### src/rtl/bitblock_pkg.sv
// Shared definitions for the bit-serial lane-split MAC core: mode and state
// encodings plus lane-geometry helpers used at elaboration and run time.
package bitblock_pkg;

    typedef enum logic [1:0] {
        MODE_1L  = 2'd0,
        MODE_2L  = 2'd1,
        MODE_4L  = 2'd2,
        MODE_BAD = 2'd3
    } mode_e;

    typedef enum logic [1:0] {
        IDLE = 2'd0,
        RUN  = 2'd1,
        WB   = 2'd2
    } state_e;

    function automatic int unsigned lane_width(mode_e mode, int unsigned w);
        case (mode)
            MODE_1L: return w;
            MODE_2L: return w / 2;
            default: return w / 4;
        endcase
    endfunction

    // 1 where accumulator slice `slice` starts a new lane (its carry-in is cut).
    function automatic logic carry_cut(int unsigned slice, mode_e mode,
                                       int unsigned w, int unsigned sw);
        return logic'(((slice * sw) % (2 * lane_width(mode, w))) == 0);
    endfunction

endpackage

### src/rtl/bitblock_slice.sv
// One SW-bit accumulator slice: gated partial-product bits added to the
// accumulator bits with an externally selected carry-in.
module bitblock_slice #(
    parameter int SW = 4
) (
    input  logic [SW-1:0] acc,
    input  logic [SW-1:0] pp,
    input  logic          en,
    input  logic          cin,
    output logic [SW-1:0] sum,
    output logic          cout
);

    logic [SW-1:0] gated;

    assign gated       = pp & {SW{en}};
    assign {cout, sum} = {1'b0, acc} + {1'b0, gated} + {{SW{1'b0}}, cin};

endmodule

### src/rtl/bitblock_mac_core.sv
// Bit-serial multiply-accumulate core with a W-bit datapath split into 1, 2
// or 4 lanes; y is consumed LSB-first, one bit per RUN cycle.
module bitblock_mac_core
    import bitblock_pkg::*;
#(
    parameter int W  = 16,
    parameter int SW = 4
) (
    input  logic           clk,
    input  logic           rst,
    input  logic           in_valid,
    output logic           in_ready,
    input  logic [1:0]     in_mode,
    input  logic           in_clear,
    input  logic [W-1:0]   in_x,
    input  logic [W-1:0]   in_y,
    output logic           res_valid,
    input  logic           res_ready,
    output logic [2*W-1:0] res_data,
    output logic           busy,
    output logic           err
);

    localparam int AW = 2 * W;
    localparam int NS = AW / SW;
    localparam int P1 = W;
    localparam int P2 = W / 2;
    localparam int P4 = W / 4;
    localparam int CW = $clog2(W);

    state_e          state;
    mode_e           mode_q;
    logic [W-1:0]    x_q;
    logic [W-1:0]    y_q;
    logic [AW-1:0]   acc;
    logic [CW-1:0]   cnt;
    logic            last;

    logic [AW-1:0]   pp;
    logic [AW-1:0]   sum;
    logic [NS-1:0]   en;
    logic [NS-1:0]   carry;
    logic            unused_carry;

    assign last         = (cnt == CW'(lane_width(mode_q, W) - 1));
    assign unused_carry = carry[NS-1];

    // Each lane's x is placed at the bottom of its 2P-bit accumulator lane and
    // shifted by the current bit index; every slice of the lane is gated by
    // that lane's current y bit (the LSB of the lane in the shift register).
    always_comb begin
        pp = '0;
        en = '0;
        case (mode_q)
            MODE_1L: begin
                pp[0 +: 2*P1] = {{P1{1'b0}}, x_q} << cnt;
                for (int unsigned s = 0; s < 2*P1/SW; s++)
                    en[s] = y_q[0];
            end
            MODE_2L: begin
                for (int unsigned k = 0; k < 2; k++) begin
                    pp[2*P2*k +: 2*P2] = {{P2{1'b0}}, x_q[P2*k +: P2]} << cnt;
                    for (int unsigned s = 0; s < 2*P2/SW; s++)
                        en[(2*P2*k)/SW + s] = y_q[P2*k];
                end
            end
            default: begin
                for (int unsigned k = 0; k < 4; k++) begin
                    pp[2*P4*k +: 2*P4] = {{P4{1'b0}}, x_q[P4*k +: P4]} << cnt;
                    for (int unsigned s = 0; s < 2*P4/SW; s++)
                        en[(2*P4*k)/SW + s] = y_q[P4*k];
                end
            end
        endcase
    end

    for (genvar j = 0; j < NS; j++) begin : g_slice
        localparam logic CUT1 = carry_cut(j, MODE_1L, W, SW);
        localparam logic CUT2 = carry_cut(j, MODE_2L, W, SW);
        localparam logic CUT4 = carry_cut(j, MODE_4L, W, SW);

        logic cut;
        logic cin;

        assign cut = (mode_q == MODE_1L) ? CUT1 :
                     (mode_q == MODE_2L) ? CUT2 : CUT4;

        if (j == 0) begin : g_first
            assign cin = 1'b0;
        end else begin : g_chain
            assign cin = cut ? 1'b0 : carry[j-1];
        end

        bitblock_slice #(
            .SW(SW)
        ) u_slice (
            .acc  (acc[SW*j +: SW]),
            .pp   (pp[SW*j +: SW]),
            .en   (en[j]),
            .cin  (cin),
            .sum  (sum[SW*j +: SW]),
            .cout (carry[j])
        );
    end

    always_ff @(posedge clk) begin
        if (rst) begin
            state     <= IDLE;
            mode_q    <= MODE_1L;
            x_q       <= '0;
            y_q       <= '0;
            acc       <= '0;
            cnt       <= '0;
            res_data  <= '0;
            res_valid <= 1'b0;
            err       <= 1'b0;
            busy      <= 1'b0;
            in_ready  <= 1'b1;
        end else begin
            // A consumer handshake drops res_valid unless WB reloads below.
            if (res_valid && res_ready)
                res_valid <= 1'b0;

            case (state)
                IDLE: begin
                    if (in_valid) begin
                        mode_q   <= (in_mode == 2'd3) ? MODE_4L : mode_e'(in_mode);
                        x_q      <= in_x;
                        y_q      <= in_y;
                        cnt      <= '0;
                        if (in_clear)
                            acc <= '0;
                        if (in_mode == 2'd3)
                            err <= 1'b1;
                        state    <= RUN;
                        busy     <= 1'b1;
                        in_ready <= 1'b0;
                    end
                end
                RUN: begin
                    acc <= sum;
                    y_q <= y_q >> 1;
                    cnt <= cnt + 1'b1;
                    if (last)
                        state <= WB;
                end
                WB: begin
                    if (!res_valid || res_ready) begin
                        res_data  <= acc;
                        res_valid <= 1'b1;
                        state     <= IDLE;
                        busy      <= 1'b0;
                        in_ready  <= 1'b1;
                    end
                end
                default: begin
                    state    <= IDLE;
                    busy     <= 1'b0;
                    in_ready <= 1'b1;
                end
            endcase
        end
    end

endmodule
### config.mk
export PLATFORM = sky130hd
export DESIGN_NAME = bitblock_mac_core
export DESIGN_NICKNAME = d
export VERILOG_FILES = /design/src/rtl/bitblock_pkg.sv /design/src/rtl/bitblock_slice.sv /design/src/rtl/bitblock_mac_core.sv
export SDC_FILE = /design/constraint.sdc
export NUM_CORES = 1
export LEC_CHECK = 0
export ABC_AREA = 1
export CELL_PAD_IN_SITES_DETAIL_PLACEMENT = 0
export CELL_PAD_IN_SITES_GLOBAL_PLACEMENT = 1
export CORE_MARGIN = 3
export CORE_UTILIZATION = 38
export CTS_BUF_LIST = sky130_fd_sc_hd__clkbuf_4 sky130_fd_sc_hd__clkbuf_8 sky130_fd_sc_hd__clkbuf_16
export CTS_CLUSTER_DIAMETER = 50
export DETAILED_ROUTE_END_ITERATION = 7
export PLACE_DENSITY_LB_ADDON = 0.1
export SLEW_MARGIN = 25
export SYNTH_ARGS = -nofsm -noshare
export SYNTH_HDL_FRONTEND = slang
export SYNTH_SLANG_ARGS = --single-unit
export TNS_END_PERCENT = 100
### constraint.sdc
create_clock -name clk -period 13.1 [get_ports clk]
set_input_delay 2.62 -clock clk [delete_from_list [all_inputs] [get_ports clk]]
set_output_delay 2.62 -clock clk [all_outputs]
set_load 0.005 [all_outputs]
==> job_summary.md <==
## Implementation flow summary

| Metric | Value |
|---|---|
| Status | `finished, final reports clean` |
| Dpl ws | `2.92 ns` |
| Xor+xnor area frac | `0.132%` |
| Cell type with the largest total area | `dfxtp_1` |
| Comb gate area | `3850 um^2` |
| Setup Fix Bufs, Post-CTS | `0` |
| OpenROAD warning count | `26` |
| HPWL Detailed | `14800 um` |
| Placement Rows | `47` |
| Post-CTS Resized | `0` |
| Crit path kind | `flip-flop to flip-flop` |
| Largest type area fraction | `32.6%` |
| Largest class | `multi-input combinational cells` |
| Synth top cells by count | `nand2_1, nor2_1, dfxtp_1` |
| Fin Setup TNS | `0 ns` |
| GR Util met2 | `32.9%` |
| Final min period | `10.24 ns` |
| Port bufs | `74` |
| Yosys Instances | `994` |
| RSZ-0062 raised after global routing | `false` |
| Tap Cells | `220` |
| Initial antenna violation count | `0` |
| Stages on worst setup path | `52` |
| Placeable Area | `16800 um^2` |
| # nets final | `1115` |
| Worst Setup SP | `cnt[0]` |
| Post-synth ARST share | `0%` |
| Fp util | `39.4%` |
| Combinational Gates | `728` |
| Clock power frac | `36.3%` |
| Vias post-DR | `6528` |
| Top pwr grp | `registers` |
| Clock buffer depth | `2` |
| Pins Over Slew Limit | `0` |
| Logic share of the area | `49.5%` |
| Final design utilization | `46.2%` |
| Routed met1 length | `9880 um` |
| Slew margin rel. | `39.1%` |
| Worst hold slack | `0.466 ns` |
| Met2 routed WL | `8930 um` |
| Min setup slack post-route | `2.86 ns` |
| Final WL | `20000 um` |
| Post-Syn Area | `6630 um^2` |
| Synth unique cells | `48` |
| FFs & Latches | `108` |
| Reg2Reg Depth | `52` |
| DR vias/cell | `5.18` |
| Top sig layer | `met4` |
| Flop2flop setup slack | `2.86 ns` |
| MUX share of area | `0%` |
| Most frequent cells in the layout | `nand2_1, nor2_1, dfxtp_1` |
| Power Internal | `0.514 mW` |
| Static Leak | `3.14 nW` |
| Synth Seq Share | `32.6%` |
| Worst hold path type | `flip-flop to flip-flop` |
| Placed Cells | `1245` |
| P_clk | `0.272 mW` |
| Synth-to-Final Area Change | `17.3%` |
| Yosys aoi share | `23.0%` |
| Seq pwr share | `46.5%` |
| Final instance area | `7770 um^2` |
| Die H | `138 um` |
| Met3 Routed Length | `902 um` |
| Clock slew at reported path FFs | `0.08 ns` |
| Top cell type by instance count after synthesis | `nand2_1` |
| Routed Antenna Nets | `0` |
| Clock Sinks | `108` |
| First-pass GRT wire length | `33200 um` |
| CP Launch Type | `flip-flop` |
| Adder share | `9.25%` |
| First-pass DRT Iterations | `5` |
| FF-to-FF Start | `cnt[0]` |
| Sequential Area | `2160 um^2` |
| Critical Path End | `acc[31]` |
| Cts bufs inserted | `9` |
| Ys flops | `108` |
| Final Hold Fails | `0` |
| Crit path DRT | `13.39 ns` |
| Synth Flop Type | `dfxtp_1` |
| Fmax | `0.0977 GHz` |
| CTS tree | `done` |
| Post-route clock period utilization | `78.2%` |
| Largest cells by area | `dfxtp_1, nand2_1, nor2_1, o21ai_0, a21oi_1` |
| WHS Path Cells | `2` |
| CP top delay family | `adder cells` |
| Fin cells | `1260` |
| Syn Area/Cell | `6.67 um^2` |
| Synth Warn # | `0` |
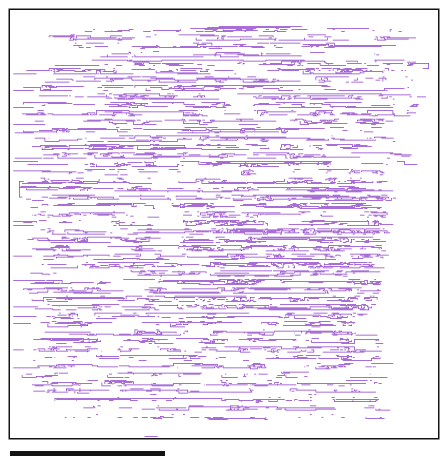
*Signal wires on met1*
Bar = 50 um.
1053 nets have wire on it. The wires run mostly horizontal. The layer carries 9880 um of wire.

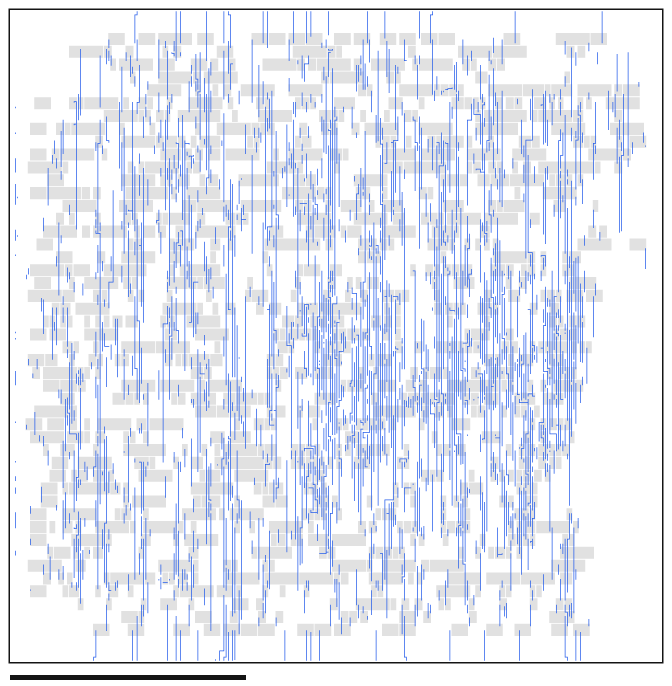
*Metal 2*
Bar = 50 um. Cells faint in the background.
The layer carries 8930 um of wire. 822 nets have wire on it. The wires run mostly vertical. The longest straight run is 57.3 um.

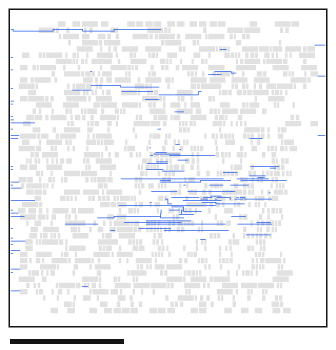
*Met3 routing*
Bar = 50 um. Cells faint in the background.
The layer holds 4.5% of the routed length. The longest straight run is 44.6 um. The layer carries 903 um of wire.

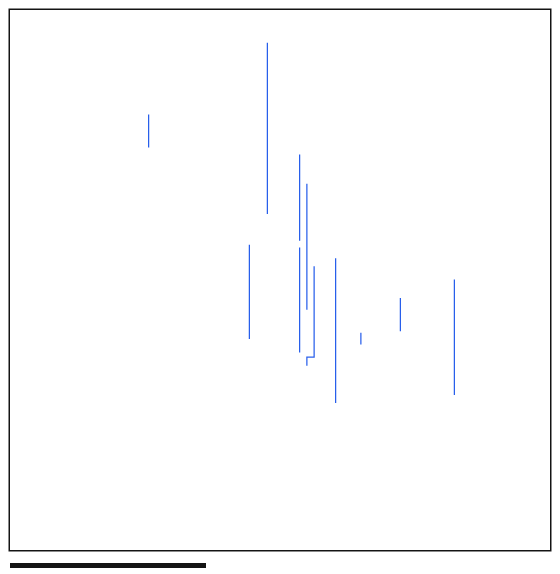
*M4 wires*
Bar = 50 um.
The longest straight run is 43.5 um. The layer holds 1.3% of the routed length. The wires run mostly vertical.

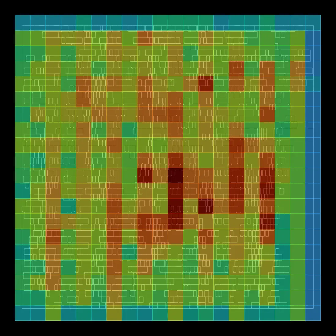
*Track usage over the die*
GRT met1 Usage: 30.6%
global-route usage over all layers: 21.1%
M3 GR Usage: 3.45%
drt wl/cell: 15.8 um

Power is estimated from default activity; no workload was simulated.
